### config.mk
export PLATFORM = sky130hd
export DESIGN_NAME = router_input_buffer_flat
export DESIGN_NICKNAME = d
export VERILOG_FILES = /design/src/rtl/router_input_buffer_if.sv /design/src/rtl/router_input_buffer.sv /design/src/flat_wrapper.sv
export SDC_FILE = /design/constraint.sdc
export NUM_CORES = 1
export LEC_CHECK = 0
export CELL_PAD_IN_SITES_DETAIL_PLACEMENT = 0
export CELL_PAD_IN_SITES_GLOBAL_PLACEMENT = 1
export CORE_ASPECT_RATIO = 0.5
export CORE_MARGIN = 2
export CORE_UTILIZATION = 46
export DETAILED_ROUTE_END_ITERATION = 12
export PLACE_DENSITY_LB_ADDON = 0.05
export SLEW_MARGIN = 20
export SYNTH_ARGS = -nofsm -noshare
export SYNTH_HDL_FRONTEND = slang
export SYNTH_SLANG_ARGS = --single-unit
### constraint.sdc
create_clock -name clk -period 2.5 [get_ports clk]
set_input_delay 0.25 -clock clk [delete_from_list [all_inputs] [get_ports clk]]
set_output_delay 0.25 -clock clk [all_outputs]
set_load 0.02 [all_outputs]
### src/rtl/router_input_buffer_if.sv
// rtl/router_input_buffer_if.sv - flit push and switch-allocator handshake bundle for one router input port
interface router_input_buffer_if #(
    parameter int DATA_WIDTH = 16,
    parameter int ADDR_WIDTH = 8,
    parameter int INFO_WIDTH = 2,
    parameter int DEPTH      = 4,
    parameter int WAIT_WIDTH = 4
) ();
    localparam int CNT_W = $clog2(DEPTH) + 1;

    logic                  in_valid;
    logic                  in_ready;
    logic [INFO_WIDTH-1:0] in_info;
    logic [ADDR_WIDTH-1:0] in_addr;
    logic [DATA_WIDTH-1:0] in_data;
    logic                  sa_request;
    logic [INFO_WIDTH-1:0] sa_info;
    logic [ADDR_WIDTH-1:0] sa_addr;
    logic [DATA_WIDTH-1:0] out_data;
    logic                  sa_grant;
    logic [CNT_W-1:0]      fifo_count;
    logic [WAIT_WIDTH-1:0] hol_wait;

    modport master (
        output in_valid, in_info, in_addr, in_data, sa_grant,
        input  in_ready, sa_request, sa_info, sa_addr, out_data, fifo_count, hol_wait
    );

    modport slave (
        input  in_valid, in_info, in_addr, in_data, sa_grant,
        output in_ready, sa_request, sa_info, sa_addr, out_data, fifo_count, hol_wait
    );
endinterface

### src/rtl/router_input_buffer.sv
// rtl/router_input_buffer.sv - per-port flit FIFO with head-of-line request and wait counter
module router_input_buffer #(
    parameter int DATA_WIDTH = 16,
    parameter int ADDR_WIDTH = 8,
    parameter int INFO_WIDTH = 2,
    parameter int DEPTH      = 4,
    parameter int WAIT_WIDTH = 4
) (
    input logic                  clk,
    input logic                  rst,
    router_input_buffer_if.slave bus
);
    localparam int PTR_W = $clog2(DEPTH);
    localparam int CNT_W = PTR_W + 1;

    localparam logic [0:0] ST_EMPTY   = 1'b0;
    localparam logic [0:0] ST_WAITING = 1'b1;

    localparam logic [CNT_W-1:0]      COUNT_FULL = CNT_W'(DEPTH);
    localparam logic [CNT_W-1:0]      COUNT_ONE  = CNT_W'(1);
    localparam logic [WAIT_WIDTH-1:0] WAIT_MAX   = '1;

    logic [INFO_WIDTH-1:0] info_mem [DEPTH];
    logic [ADDR_WIDTH-1:0] addr_mem [DEPTH];
    logic [DATA_WIDTH-1:0] data_mem [DEPTH];

    logic [PTR_W-1:0]      wr_ptr;
    logic [PTR_W-1:0]      rd_ptr;
    logic [CNT_W-1:0]      count;
    logic [0:0]            state;
    logic [WAIT_WIDTH-1:0] hol;

    logic push;
    logic pop;

    // Handshakes depend only on the registered count, so no input-to-output path exists.
    assign bus.in_ready   = (count != COUNT_FULL);
    assign bus.sa_request = (count != '0);
    assign push           = bus.in_valid && bus.in_ready;
    assign pop            = bus.sa_grant && bus.sa_request;

    assign bus.sa_info    = info_mem[rd_ptr];
    assign bus.sa_addr    = addr_mem[rd_ptr];
    assign bus.out_data   = data_mem[rd_ptr];
    assign bus.fifo_count = count;
    assign bus.hol_wait   = hol;

    always_ff @(posedge clk) begin
        if (push) begin
            info_mem[wr_ptr] <= bus.in_info;
            addr_mem[wr_ptr] <= bus.in_addr;
            data_mem[wr_ptr] <= bus.in_data;
        end
    end

    always_ff @(posedge clk) begin
        if (rst) begin
            wr_ptr <= '0;
            rd_ptr <= '0;
            count  <= '0;
        end else begin
            if (push) begin
                wr_ptr <= wr_ptr + PTR_W'(1);
            end
            if (pop) begin
                rd_ptr <= rd_ptr + PTR_W'(1);
            end
            case ({push, pop})
                2'b10:   count <= count + COUNT_ONE;
                2'b01:   count <= count - COUNT_ONE;
                default: count <= count;
            endcase
        end
    end

    always_ff @(posedge clk) begin
        if (rst) begin
            state <= ST_EMPTY;
        end else begin
            case (state)
                ST_EMPTY: begin
                    if (push) begin
                        state <= ST_WAITING;
                    end
                end
                default: begin
                    if (pop && !push && count == COUNT_ONE) begin
                        state <= ST_EMPTY;
                    end
                end
            endcase
        end
    end

    // Every pop hands the port a fresh head, which starts its wait from zero.
    always_ff @(posedge clk) begin
        if (rst || pop || state == ST_EMPTY) begin
            hol <= '0;
        end else if (bus.sa_request && !bus.sa_grant && hol != WAIT_MAX) begin
            hol <= hol + WAIT_WIDTH'(1);
        end
    end
endmodule

### src/flat_wrapper.sv
// flat-port wrapper written by rule: the top's interface ports become plain ports
module router_input_buffer_flat 
#(
    parameter int DATA_WIDTH = 16,
    parameter int ADDR_WIDTH = 8,
    parameter int INFO_WIDTH = 2,
    parameter int DEPTH      = 4,
    parameter int WAIT_WIDTH = 4
)
  (clk, rst, bus_in_valid, bus_in_info, bus_in_addr, bus_in_data, bus_sa_grant, bus_in_ready, bus_sa_request, bus_sa_info, bus_sa_addr, bus_out_data, bus_fifo_count, bus_hol_wait);
  router_input_buffer_if #(.DATA_WIDTH(DATA_WIDTH), .ADDR_WIDTH(ADDR_WIDTH), .INFO_WIDTH(INFO_WIDTH), .DEPTH(DEPTH), .WAIT_WIDTH(WAIT_WIDTH)) bus_i ();
  input logic clk;
  input logic rst;
  input wire logic [$bits(bus_i.in_valid)-1:0] bus_in_valid;
  input wire logic [$bits(bus_i.in_info)-1:0] bus_in_info;
  input wire logic [$bits(bus_i.in_addr)-1:0] bus_in_addr;
  input wire logic [$bits(bus_i.in_data)-1:0] bus_in_data;
  input wire logic [$bits(bus_i.sa_grant)-1:0] bus_sa_grant;
  output wire logic [$bits(bus_i.in_ready)-1:0] bus_in_ready;
  output wire logic [$bits(bus_i.sa_request)-1:0] bus_sa_request;
  output wire logic [$bits(bus_i.sa_info)-1:0] bus_sa_info;
  output wire logic [$bits(bus_i.sa_addr)-1:0] bus_sa_addr;
  output wire logic [$bits(bus_i.out_data)-1:0] bus_out_data;
  output wire logic [$bits(bus_i.fifo_count)-1:0] bus_fifo_count;
  output wire logic [$bits(bus_i.hol_wait)-1:0] bus_hol_wait;
  assign bus_i.in_valid = bus_in_valid;
  assign bus_i.in_info = bus_in_info;
  assign bus_i.in_addr = bus_in_addr;
  assign bus_i.in_data = bus_in_data;
  assign bus_i.sa_grant = bus_sa_grant;
  assign bus_in_ready = bus_i.in_ready;
  assign bus_sa_request = bus_i.sa_request;
  assign bus_sa_info = bus_i.sa_info;
  assign bus_sa_addr = bus_i.sa_addr;
  assign bus_out_data = bus_i.out_data;
  assign bus_fifo_count = bus_i.fifo_count;
  assign bus_hol_wait = bus_i.hol_wait;
  router_input_buffer #(.DATA_WIDTH(DATA_WIDTH), .ADDR_WIDTH(ADDR_WIDTH), .INFO_WIDTH(INFO_WIDTH), .DEPTH(DEPTH), .WAIT_WIDTH(WAIT_WIDTH)) u_core (.clk(clk), .rst(rst), .bus(bus_i));
endmodule
### Clock nets, run 1

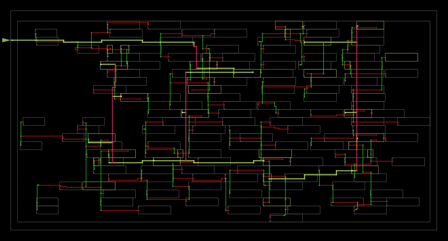
Sink Count: 118
clkbuf count: 17

### Selected gate families, run 1

Scale: 3 px per um.
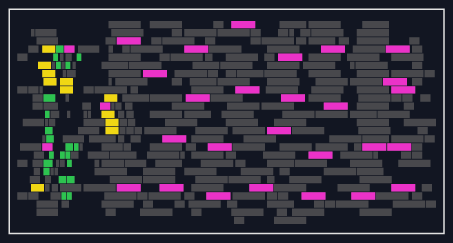
Magenta stands for mux cells, cells 29, most used mux4_2, where widely spread. Yellow stands for fa/ha/maj cells, cells 11, most used ha_1. Green stands for aoi and oai cells, cells 21, most used a21oi_1.

==> flow_summary.json, run 1 <==
{
  "power_uw": 6410,
  "postSynthAreaPerCell_um2": 20.3,
  "async_flop_share_pct": 0,
  "m1WireLength_mm": 3.56,
  "synth_flops": 118,
  "final_cell_mix": "edfxtp_1, clkdlybuf4s50_1, mux4_2, clkbuf_16, dfxtp_1",
  "cts_resized": 1,
  "reg2reg_to": "u_core.bus.fifo_count[2]",
  "synthFlopType": "edfxtp_1",
  "gr-usage-all-layers_pct": 16.1,
  "hold_buffers": 0,
  "p_leak_uw": 0.00202,
  "yosys_warnings": 0,
  "finalCriticalPeriod_ns": 2.36,
  "wl_per_cell_um": 16.9,
  "status": "completed",
  "lay_top_count": "edfxtp_1",
  "fin_cells": 456,
  "met3_wirelength_um": 426,
  "drive_gt1_share_pct": 22.1,
  "wl_met2_mm": 3.59,
  "fin_tns_setup_ns": 0,
  "wl_mm": 7.70,
  "ys_types": 33,
  "setup_viol": 0,
  "antenna_found_initial": 0,
  "fin_skew_ns": 0.00534,
  "grt_pass1_vias": 2353,
  "reg2reg_slack_ns": 0.43,
  "finalHoldViolations": 0,
  "critical_path_arrival_ns": 2.11,
  "holdPathStages": 1,
  "grt_pass1_wl_mm": 12.0,
  "cts_root_buf": "clkbuf_16"
}
### Wiring by layer, run 1

Scale: 3 px per um.
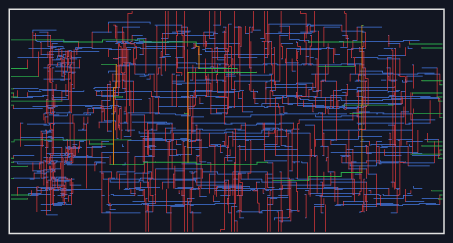
Red stands for M2, wire length 3590 um. Green stands for M3, wire length 426 um. Orange stands for M4, wire length 122 um. Blue stands for M1, wire length 3560 um.

### Wires at chosen ports, followed through buffers, run 1

Scale: 4 px per um.
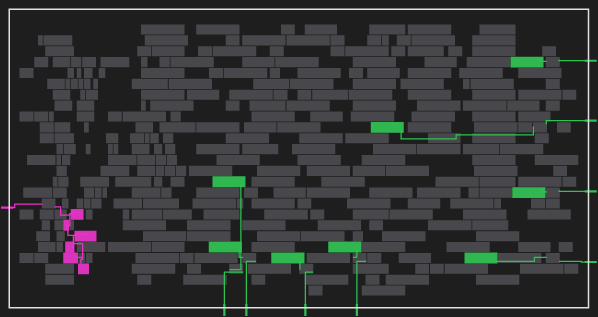
Green stands for `bus_sa_addr`, direction output, end cells 8, wire 169 um. Magenta stands for `bus_sa_grant`, direction input, end cells 8, wire 42.3 um.

[run 1: layer usage]
metal  global-route usage (%)  up-vias
met5                        0        -
met4                     6.15        0
met1                     20.4     1185
met3                     7.28       14
met2                     24.9       51
li1                         -     1084
[run 1: power breakdown]
part | leakage, uW | switching [uW] | total [uW] | internal [uW]
registers | 0.00107 | 66.8 | 2410 | 2340
logic | 0.000647 | 720 | 1430 | 710
clock network | 0.000304 | 823 | 2570 | 1750
[run 1: cell families (layout without fill, tap and decap cells)]
kind of cell             Yosys count  in the layout  share of synthesized area, %
AND-OR/OR-AND                     21             21                          2.90
flip-flops                       118            118                          75.0
buffers and inverters             18            115                          1.96
XOR/XNOR                           2              2                         0.386
adder cells (fa/ha/maj)           11             11                          3.03
AND/OR/NAND/NOR                   25             25                          3.14
multiplexers                      29             29                          13.6
[run 1: cell usage after synthesis, types with 2 or more instances]
cell type | number | share of area [%]
mux2i_1 | 3 | 0.66
inv_1 | 9 | 0.74
clkbuf_1 | 2 | 0.17
o211ai_1 | 2 | 0.33
mux4_2 | 26 | 13
ha_1 | 11 | 3.0
nand3_1 | 2 | 0.22
edfxtp_1 | 104 | 69
nor2_1 | 7 | 0.58
and2_1 | 4 | 0.55
buf_4 | 3 | 0.50
o21ai_0 | 5 | 0.55
buf_2 | 2 | 0.22
dfxtp_1 | 14 | 6.2
nor2b_1 | 2 | 0.28
o31ai_1 | 3 | 0.50
nand2_1 | 2 | 0.17
or4_1 | 2 | 0.33
a21oi_1 | 7 | 0.77
[run 1: layout make-up]
cell class | count | area (um^2)
well taps | 135 | 169
clock buffers | 17 | 425
multi-input cells | 88 | 1050
flip-flops and latches | 118 | 3400
inverters | 10 | 37.5
fillers | 685 | 3490
repair buffers | 73 | 721
clock inverters | 15 | 210
[run 1: sequential cells by signal, indices dropped and copies added (netlist names), named ones only]
| register | cells |
|---|---|
| u_core.info_mem | 8 |
| u_core.rd_ptr | 2 |
| u_core.bus.fifo_count | 3 |
| u_core.wr_ptr | 2 |
| u_core.bus.hol_wait | 4 |
| u_core.data_mem | 64 |
| u_core.state | 1 |
| u_core.addr_mem | 32 |
[run 1: through the flow]
step           area (um^2)  utilization (%)  hold WS [ns]
5_1_grt               6020             63.3         0.458
4_1_cts               6020             63.3         0.457
2_1_floorplan         4540                -         0.349
3_3_place_gp          5380             56.5         0.487
3_5_place_dp          5380             56.5         0.482
6_report              6020             63.3         0.474
[run 1: worst min path at each step]
stage	startpoint	endpoint	slack (ns)
6_report	bus_in_addr[6]	u_core.addr_mem[1][6]	0.47
5_1_grt	bus_in_addr[6]	u_core.addr_mem[0][6]	0.46
4_1_cts	bus_in_data[6]	u_core.data_mem[0][6]	0.46
3_5_place_dp	u_core.rd_ptr[1]	flop	0.48
3_3_place_gp	u_core.rd_ptr[1]	u_core.rd_ptr[1]	0.49
2_1_floorplan	bus_in_addr[0]	u_core.addr_mem[0][0]	0.35
[run 1: worst max-delay path, stage by stage (launching register included)]
cell and delay [ns]:
dfxtp_2 0.33, buf_12 0.23, mux4_2 0.56, clkdlybuf4s50_1 0.56
==> run 2, diff against run 1 <==
CAP_MARGIN = 20   (was unset)
### Wires at chosen ports, followed through buffers, run 2

Scale: 4 px per um.
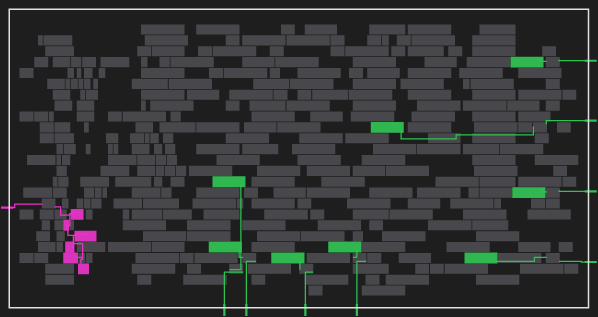
Magenta stands for `bus_sa_grant`, direction input, end cells 8, wire 42.3 um. Green stands for `bus_sa_addr`, direction output, end cells 8, wire 169 um.

==> run 2 against run 1 <==
  * Critical path depth did not move
  * Clock power barely moved
  * Core utilization did not move
  * Clock skew did not move
  * Synthesized area did not move
  * Sequential power barely moved
  * Cell count did not move
  * Sequential share of layout area did not move
  * Die area did not move
==> flow_summary.json, run 2 <==
{
  "path_buffers": 2,
  "met2_usage_pct": 24.9,
  "cts_root_buf": "clkbuf_16",
  "grt.busiest_layer": "met2",
  "ys_types": 33,
  "dpl_cell_area_um2": 5380,
  "final_cell_mix": "edfxtp_1, clkdlybuf4s50_1, mux4_2, clkbuf_16, dfxtp_1",
  "status": "completed",
  "finalCriticalPeriod_ns": 2.36,
  "fin_skew_ns": 0.00534,
  "path_delay_family": "buffers and inverters",
  "synth.most_common_cell": "edfxtp_1",
  "slowest_stage": "mux4_2",
  "antenna_found_initial": 0,
  "lay_top_count": "edfxtp_1",
  "use_met1_pct": 20.4,
  "synthFlopType": "edfxtp_1",
  "area_leaders": "edfxtp_1, mux4_2, dfxtp_1",
  "critical_path_arrival_ns": 2.11,
  "wl_per_cell_um": 16.9,
  "setup_viol": 0,
  "use_met3_pct": 7.28,
  "reg2reg_to": "u_core.bus.fifo_count[2]",
  "drive_gt1_share_pct": 22.1,
  "crit_path_max_incr_delay_ns": 0.56,
  "reg2reg_slack_ns": 0.43,
  "fin_tns_setup_ns": 0,
  "final_area_um2": 6020,
  "yosys_warnings": 0
}
run 2: worst max path at each step:
stage / cells after the start / end
global placement: 7 / u_core.bus.fifo_count[2]
CTS: 3 / bus_sa_addr[2]
detailed placement: 7 / u_core.bus.fifo_count[2]
floorplan: 4 / u_core.addr_mem[0][0]
finish: 3 / bus_sa_addr[2]
global route: 5 / bus_sa_request
run 2: through the flow:
stage | total power (uW) | hold WS, ns | utilization, %
global placement | 3860 | 0.487 | 56.5
floorplan | 3330 | 0.349 | -
global route | 6690 | 0.458 | 63.3
CTS | 6500 | 0.457 | 63.3
detailed placement | 3890 | 0.482 | 56.5
finish | 6410 | 0.474 | 63.3
run 2: cells by family after synthesis:
logic type	after synthesis	share of synthesized area, %
AOI/OAI and AO/OA	21	2.90
xor gates and xnor gates	2	0.386
adders and majority gates	11	3.03
buffers and inverters	18	1.96
DFF	118	75.0
muxes	29	13.6
and+or+nand+nor	25	3.14
run 2: what timing repair did:
action	CTS	global route
setup endpoints to repair	1	0
resized	1	0
hold buffers	0	0
run 2: cell type report:
cell class / count / area (um^2)
Fill cell: 685 / 3490
Sequential cell: 118 / 3400
Clock buffer: 17 / 425
Timing Repair Buffer: 73 / 721
Multi-Input combinational cell: 88 / 1050
Tap cell: 135 / 169
Clock inverter: 15 / 210
Inverter: 10 / 37.5
run 2: per-layer routing:
layer | routed length [um] | vias up
met4 | 121 | 0
met5 | 0 | -
met1 | 3560 | 1185
met3 | 426 | 14
li1 | - | 1084
met2 | 3590 | 51
run 2: power breakdown:
| part | total, uW | internal (uW) | switching (uW) | leakage, uW |
|---|---|---|---|---|
| Clock | 2570 | 1750 | 823 | 0.000304 |
| Sequential | 2410 | 2340 | 66.8 | 0.00107 |
| Combinational | 1430 | 710 | 720 | 0.000647 |
| Total | 6410 | 4800 | 1610 | 0.00202 |
==> run 3, diff against run 2 <==
CORE_MARGIN = unset   (was 2)
CORE_UTILIZATION = 50   (was 46)
MAX_ROUTING_LAYER = met4   (was unset)
clock period = 3.03 ns   (was 2.5 ns; I/O delays follow)
### Sequential cells grouped by signal name, run 3

Scale: 3 px per um. Other sequential cells in the stronger gray, the rest of the logic in the fainter gray.
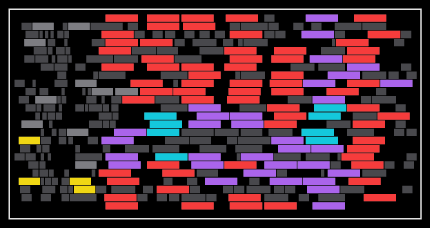
Red stands for `u_core.data_mem`, flops 64. Cyan stands for `u_core.info_mem`, flops 8. Yellow stands for `u_core.bus.hol_wait`, flops 4, where south-west. Purple stands for `u_core.addr_mem`, flops 32.
Another 10 sequential cells are not colored.

==> run 3 against run 2 <==
  * Global-route usage rose by 3.2 points
  * Die area fell by 12%
  * Wire length fell by 0.53%
  * First-iteration DRC count rose by 12%
  * Clock-buffer cell count rose by 1
  * Core utilization rose by 4.4 points
  * Register-to-register slack improved by 0.39 ns
  * Largest power group is now registers
  * Highest routed layer unchanged
==> flow_summary.json, run 3 <==
{
  "lay_top_count": "edfxtp_1",
  "wl_per_cell_um": 17.6,
  "wl_met2_mm": 3.73,
  "antenna_found_initial": 0,
  "fin_skew_ns": 0.00889,
  "finalHoldViolations": 0,
  "largest-register": "u_core.data_mem",
  "cts_sinks": 118,
  "synth_flops": 118,
  "gr-usage-all-layers_pct": 19.3,
  "hold_buffers": 0,
  "setup_viol": 0,
  "wl_mm": 7.65,
  "yosysTopAreaCell": "edfxtp_1",
  "grt_pass1_vias": 2497,
  "final_cell_mix": "edfxtp_1, clkdlybuf4s50_1, mux4_2, clkbuf_16, dfxtp_1",
  "adder_share_pct": 3.03,
  "cts_resized": 0,
  "yosys.area_share.simple_pct": 3.14,
  "finalCriticalPeriod_ns": 2.53,
  "highest_layer": "met4",
  "met3_wirelength_um": 452,
  "cts_root_buf": "clkbuf_16",
  "xor_share_pct": 0.386,
  "top_area_share_pct": 68.8,
  "yosys_warnings": 0,
  "largest_register_ffs": 64,
  "top_cells_by_count": "edfxtp_1, mux4_2, dfxtp_1",
  "m1WireLength_mm": 3.39,
  "fin_util_pct": 67.7,
  "area_leaders": "edfxtp_1, mux4_2, dfxtp_1",
  "top_logic_kind": "multiplexers",
  "synthFlopType": "edfxtp_1",
  "async_flop_share_pct": 0,
  "ys_types": 33,
  "critical_path_arrival_ns": 2.23,
  "aoi_share_pct": 2.90,
  "fin_tns_setup_ns": 0,
  "p_leak_uw": 0.00199,
  "status": "completed",
  "power_uw": 5050
}
## run 3: cell families after synthesis
family,count (synthesis)
muxes,29
and+or+nand+nor,25
xor gates and xnor gates,2
DFF,118
buffers and inverters,18
AOI/OAI and AO/OA,21
adders and majority gates,11
## run 3: layout make-up
cell class	instances	area (um^2)
clock buffer	18	429
clock inverter	13	139
fill	602	2830
inverter	10	37.5
multi-input combinational	88	1040
sequential	118	3400
tap	117	146
timing repair buffer	70	736
## run 3: through the flow
step / hold slack, ns / cell area (um^2)
after floorplan: 0.402 / 4540
after global placement: 0.473 / 5370
after detailed placement: 0.478 / 5370
after CTS: 0.499 / 5940
after global routing: 0.529 / 5940
final: 0.496 / 5940
## run 3: where the power goes
group / internal [uW] / leakage [uW] / switching (uW) / total (uW)
combinational: 579 / 0.000634 / 584 / 1160
sequential: 1940 / 0.00107 / 62.9 / 2000
clock: 1270 / 0.000283 / 627 / 1890
## run 3: critical path, cell delays in order (launching register included)
cell,delay (ns)
dfxtp_1,0.35
inv_1,0.10
ha_1,0.21
nor2b_2,0.46
inv_1,0.14
clkdlybuf4s50_1,0.56
## run 3: worst paths after layout
kind,start,end,slack [ns],cells after the start
setup / recovery,u_core.bus.fifo_count[0],bus_sa_request,0.50,5
setup reg to reg,u_core.bus.fifo_count[0],u_core.bus.fifo_count[2],0.82,7
hold / removal,u_core.rd_ptr[1],u_core.rd_ptr[1],0.50,2
hold reg to reg,u_core.rd_ptr[1],u_core.rd_ptr[1],0.50,2
## run 3: layer usage
layer  vias up  global-route usage [%]
met5         -                       -
met4         0                    8.52
met3         7                    7.68
met2        62                    29.1
met1      1143                    23.0
li1       1070                       -
Power is estimated from default activity; no workload was simulated.
